run_1/cell_density.png
12 x 8 tiles, from black (low) to pale yellow (high), 0 to 100% covered.
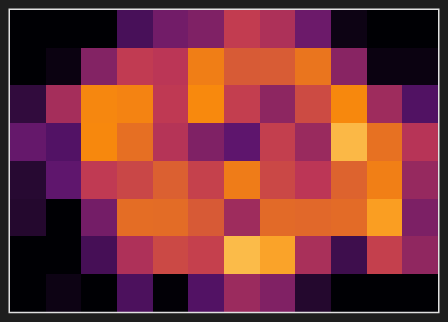
run_1/placement_by_type.png
Bar = 20 µm. Fill, decap, tap and diode cells in grey.
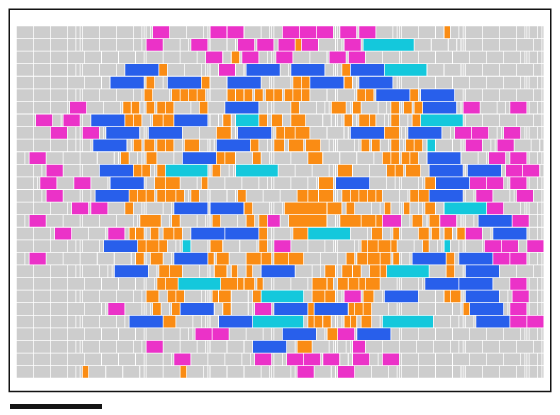
run_1/wires.png
Bar = 20 µm. Only two layers are drawn.
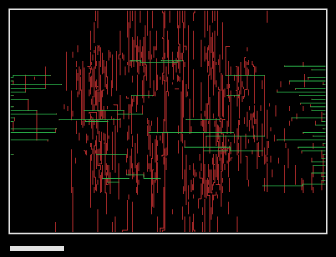
run_1/flops_by_reg.png
Bar = 20 µm.
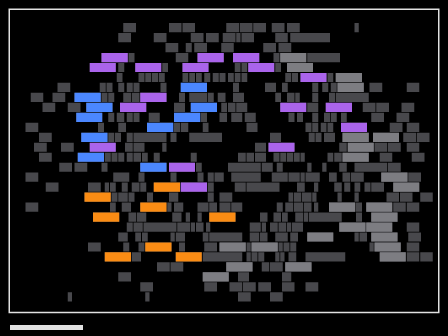
==> config.mk <==
export PLATFORM = sky130hd
export DESIGN_NAME = ddr4_cmd_decoder
export DESIGN_NICKNAME = d
export VERILOG_FILES = /design/src/rtl/ddr4_pkg.sv /design/src/rtl/ddr4_ca_parity.sv /design/src/rtl/ddr4_cmd_decoder.sv
export SDC_FILE = /design/constraint.sdc
export NUM_CORES = 1
export LEC_CHECK = 0
export CAP_MARGIN = 20
export CORE_ASPECT_RATIO = 0.7
export CORE_UTILIZATION = 28
export CTS_CLUSTER_SIZE = 12
export DETAILED_ROUTE_END_ITERATION = 16
export SYNTH_ARGS = -nofsm -noshare
export SYNTH_HDL_FRONTEND = slang
export SYNTH_SLANG_ARGS = --single-unit
export TNS_END_PERCENT = 10
==> constraint.sdc <==
create_clock -name clk -period 7.8 [get_ports clk]
set_input_delay 2.34 -clock clk [delete_from_list [all_inputs] [get_ports clk]]
set_output_delay 2.34 -clock clk [all_outputs]
set_load 0.01 [all_outputs]
==> results.yml, run 1 <==
# synthesis and place-and-route metrics
run_status:
  outcome: "finished, final reports clean"
worst_setup_path:
  ff2ff_setup_slack_ps: 5390
  path_max_fanout: 30
  end_kind: "flop"
  start_kind: "primary input"
global_routing:
  grt_use_met1_pct: 22.1
  grt_pass1_vias: 2231
  busiest_layer: "met2"
  met2_usage_pct: 22.5
  grt_max_degree: 48
synthesis:
  synth_top_area_share_pct: 45.8
  common_cells: "59 x dfxtp_1, 40 x a21oi_1, 35 x o21ai_0, 28 x nand3_1, 18 x xnor2_1"
  yosysChipArea_mm2: 0.00258
  netlist_top_cells_area: "dfxtp_1 46%, a21oi_1 7.8%, o21ai_0 6.8%"
  netlist_instances: 304
  synth_area_mm2: 0.00258
  ys_sh_aoi_pct: 18.4
  synth-simple-area-share_pct: 20.3
  ys_async_sr_fraction_pct: 0
  flop_cell: "dfxtp_1"
  yosysMostFrequentCell: "dfxtp_1"
  synth.cellmix.adderShare_pct: 0.969
  topCombFamilyByArea: "simple AND/OR/NAND/NOR gates"
timing:
  max_slew_margin_pct: 57.0
  slew_violations: 0
  rsz0062_at_grt: "no"
  hold_viol_final: 0
  setup_ws_ps: 2500
pwr:
  total_power_w: 0.000985
  pwr-share-clk_pct: 45.8
  p_sw_w: 0.000303
  leakagePower_nw: 1.28
  power.internal_w: 0.000682
  p_seq_share_pct: 30.9
cts:
  cts_resized: 0
  worstSkewPairLatency_ps: 330
  cts-root-buf: "clkbuf_16"
  cts_setup_buffers: 0
  cts_tree: "built"
layout:
  area_growth_syn_to_layout_pct: 48.4
  drive_gt1_share_pct: 4.96
  largest_reg_flops: 17
placed_design:
  place_congestion: 0.780
min_path:
  hold_class: "reg2reg"
  holdPathStages: 2
route:
  drt_pass1_iterations: 4
floorplanning:
  die_h_um: 82.3
  die_x_um: 117
About cell_density.png:
4.2% of the tiles are over 75% full. The mean over all tiles is 38%. The densest ninth of the die: right middle. The fullest tile reaches 85%.
Core Region: 0.00869 mm²
Final Util: 44.1%
Starting Density: 29.7%

About placement_by_type.png:
clock drivers and dummy loads: shown in cyan, cells 16, share of their area 9.3%. remaining buffers and delay cells: shown in magenta, cells 87, share of their area 24%. sequential cells: shown in blue, cells 59, share of their area 32%. combinational and other logic: shown in orange, cells 221, share of their area 35%.
cell area after layout: 0.00383 mm²
row cnt: 28
Seq area share: 30.8%

About wires.png:
metal 2: shown in red, wire length 3100 µm. metal 3: shown in green, wire length 597 µm.
Via Count: 2481
GRT Util Overall: 15.8%
Detailed Route WL: 7410 µm
WL/cell: 14.7 µm

About flops_by_reg.png:
cmd_row: shown in purple, flops 17. u_parity.err_cnt: shown in orange, flops 8. cmd_col: shown in blue, flops 10.
Reg area: 0.00118 mm²
sequential power: 0.000305 W

-- run 1: metal layers --
| metal | wire [µm] | up-vias |
|---|---|---|
| li1 | - | 1232 |
| met1 | 3700 | 1162 |
| met2 | 3100 | 85 |
| met3 | 596 | 2 |
| met4 | 12 | 0 |
| met5 | 0 | - |
-- run 1: per-stage QoR --
| step | hold slack [ps] | utilization (%) | area, µm² |
|---|---|---|---|
| CTS | 482 | 44.0 | 3820 |
| global placement | 470 | 40.0 | 3480 |
| finish | 479 | 44.1 | 3830 |
| floorplan | 431 | - | 2590 |
| global route | 503 | 44.1 | 3830 |
| detailed placement | 463 | 40.0 | 3480 |
-- run 1: worst max-delay path, cell delays in order --
cell and delay [ps]:
clkdlybuf4s50_1 570, inv_1 90, ha_1 310, xor2_1 160
xnor2_1 140, xnor2_1 300, xnor3_1 670, buf_4 410
nand2_1 170, nor4_1 340
-- run 1: layout by cell type (no fill, tap or decap), types with 5 or more instances in the layout --
cell type,instances
clkdlybuf4s50_1,84
dfxtp_1,59
a21oi_1,40
o21ai_0,35
nand3_1,28
xnor2_1,18
nand2_1,11
nor2_1,10
nand4_1,10
clkbuf_16,9
nor3_1,8
inv_1,7
or4_1,7
nor2b_1,5
nor4_1,5
o31ai_1,5
-- run 1: power by group through the flow --
| stage | clock network [W] | logic (W) | registers [W] |
|---|---|---|---|
| global route | 0.000475 | 0.000253 | 0.000304 |
| finish | 0.000452 | 0.000229 | 0.000305 |
| detailed placement | 0 | 0.000225 | 0.000311 |
| CTS | 0.000458 | 0.000226 | 0.000305 |
| floorplan | 0 | 0.000176 | 0.000311 |
| global placement | 0 | 0.000224 | 0.000311 |
-- run 1: cells by family (layout without fill, tap and decap cells) --
family | after synthesis | after routing
compound gates | 88 | 88
xor+xnor | 22 | 22
fa+ha+maj | 2 | 2
buf+inv | 34 | 110
flops | 59 | 59
other cells | 1 | 4
simple gates | 98 | 98
-- run 1: area by class of cell --
type | instances | area [µm²]
Timing Repair Buffer | 87 | 867
Inverter | 7 | 26.3
Multi-Input combinational cell | 214 | 1260
Tap cell | 120 | 150
Clock inverter | 5 | 100
Clock buffer | 11 | 243
Sequential cell | 59 | 1180
Fill cell | 874 | 4860
==> inputs of run 2 (changes only) <==
==> constraint.sdc (replaced) <==
create_clock -name clk -period 4.7 [get_ports clk]
set_input_delay 1.41 -clock clk [delete_from_list [all_inputs] [get_ports clk]]
set_output_delay 1.41 -clock clk [all_outputs]
set_load 0.01 [all_outputs]
run_2/cell_density.png
12 x 8 tiles, from black (low) to pale yellow (high), 0 to 100% covered.
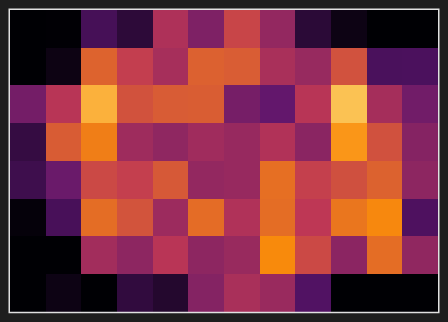
14% of the tiles are nearly empty. The densest ninth of the die: right middle. The mean over all tiles is 38%. The fullest tile reaches 87%.
Final Util: 44.0%

run_2/placement_by_type.png
Bar = 20 µm. Fill, decap, tap and diode cells in grey.
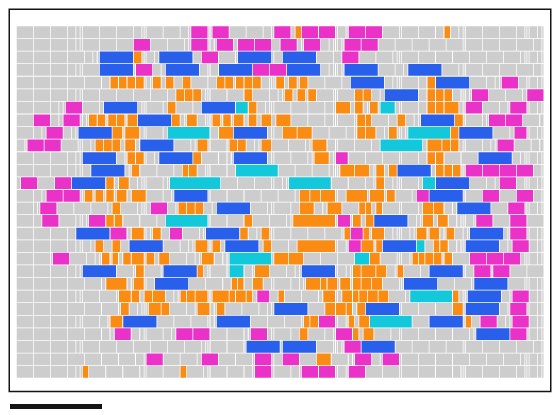
clock drivers and dummy loads: shown in cyan, cells 16, share of their area 8.2%. sequential cells: shown in blue, cells 59, share of their area 32%. remaining buffers and delay cells: shown in magenta, cells 92, share of their area 25%. combinational and other logic: shown in orange, cells 221, share of their area 35%.
cell area after layout: 0.00382 mm²
Seq area share: 30.9%

==> run 2 against run 1 <==
  * Largest cell class unchanged
  * Area after synthesis did not move
  * Core utilization shrank 0.086 points
  * Clock skew shrank 0.65 ps
  * Synthesized cell count unchanged
  * Clock power increased by 44%
  * Global-route usage up 0.23 points
  * Highest routed layer unchanged
  * Combinational power up 85%
  * Sequential power rose by 66%
  * Critical path type unchanged
==> results.yml, run 2 <==
# synthesis and place-and-route metrics
route:
  wl_per_cell_um: 15.1
  drt_pass1_iterations: 4
  vias: 2526
worst_setup_path:
  start_kind: "primary input"
  cp_slowest_cell: "xnor3_1"
  path_max_fanout: 18
  end_kind: "flop"
synthesis:
  synth_area_mm2: 0.00258
  yosysMostFrequentCell: "dfxtp_1"
  netlist_top_cells_area: "dfxtp_1 46%, a21oi_1 7.8%, o21ai_0 6.8%"
  synth_top_area_share_pct: 45.8
floorplanning:
  coreArea_mm2: 0.00869
  fp_util_pct: 29.7
  die_x_um: 117
  die_h_um: 82.3
layout:
  largest_reg_flops: 17
cts:
  cts_tree: "built"
  cts_setup_buffers: 0
run_status:
  outcome: "finished, final reports clean"
global_routing:
  grt_max_degree: 36
pwr:
  pwr-share-clk_pct: 41.3
  p_sw_w: 0.000542
timing:
  rsz0062_at_grt: "no"
min_path:
  holdPathStages: 2
run_2/flops_by_reg.png
Bar = 20 µm.
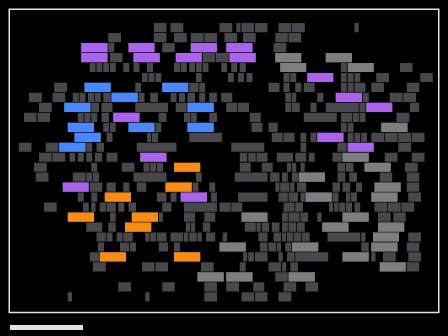
cmd_col: shown in blue, flops 10. cmd_row: shown in purple, flops 17. u_parity.err_cnt: shown in orange, flops 8.
sequential power: 0.000505 W

## run 2: cell counts after synthesis
Identical to the previous run, type by type.
## run 2: metrics by stage
step	hold slack, ps	cell area [µm²]	instances	power (W)	util (%)
finish	478	3820	508	0.00158	44.0
global route	500	3820	508	0.00165	44.0
CTS	475	3820	508	0.00160	44.0
detailed placement	455	3520	492	0.000940	40.5
global placement	462	3520	492	0.000935	40.5
floorplan	431	2590	307	0.000807	-
## run 2: cell families after synthesis
kind of cell | share of synthesized area, %
and+or+nand+nor | 20.3
AOI/OAI and AO/OA | 18.4
DFF | 45.8
buffers and inverters | 5.77
xor gates and xnor gates | 8.63
adders and majority gates | 0.969
other | 0.145
## run 2: area by class of cell
class | count | area, µm² | area share, %
multi-input cells | 214 | 1260 | 33.0
flip-flops and latches | 59 | 1180 | 30.9
repair buffers | 92 | 901 | 23.6
clock buffers | 9 | 225 | 5.89
well taps | 120 | 150 | 3.93
clock inverters | 7 | 76.3 | 2.00
inverters | 7 | 26.3 | 0.687
## run 2: worst max-delay path, delay by kind of cell
kind | cells | cell delay, ps
xor gates and xnor gates | 4 | 1220
buffers and inverters | 2 | 680
and+or+nand+nor | 1 | 590
adders and majority gates | 1 | 310
AOI/OAI and AO/OA | 1 | 160
## run 2: power groups by stage
stage / combinational, W / sequential (W) / clock (W)
2_1_floorplan: 0.000291 / 0.000516 / 0
5_1_grt: 0.000460 / 0.000505 / 0.000690
4_1_cts: 0.000426 / 0.000505 / 0.000665
3_3_place_gp: 0.000420 / 0.000516 / 0
6_report: 0.000424 / 0.000505 / 0.000653
3_5_place_dp: 0.000424 / 0.000516 / 0
## run 2: per-layer routing
metal	global-route usage, %	wire [µm]	share of wire, %
met1	21.8	3790	49
met2	23.8	3370	44
met3	4.96	461	6.0
met4	5.70	60	0.78
met5	0	0	0
Power is estimated from default activity; no workload was simulated.
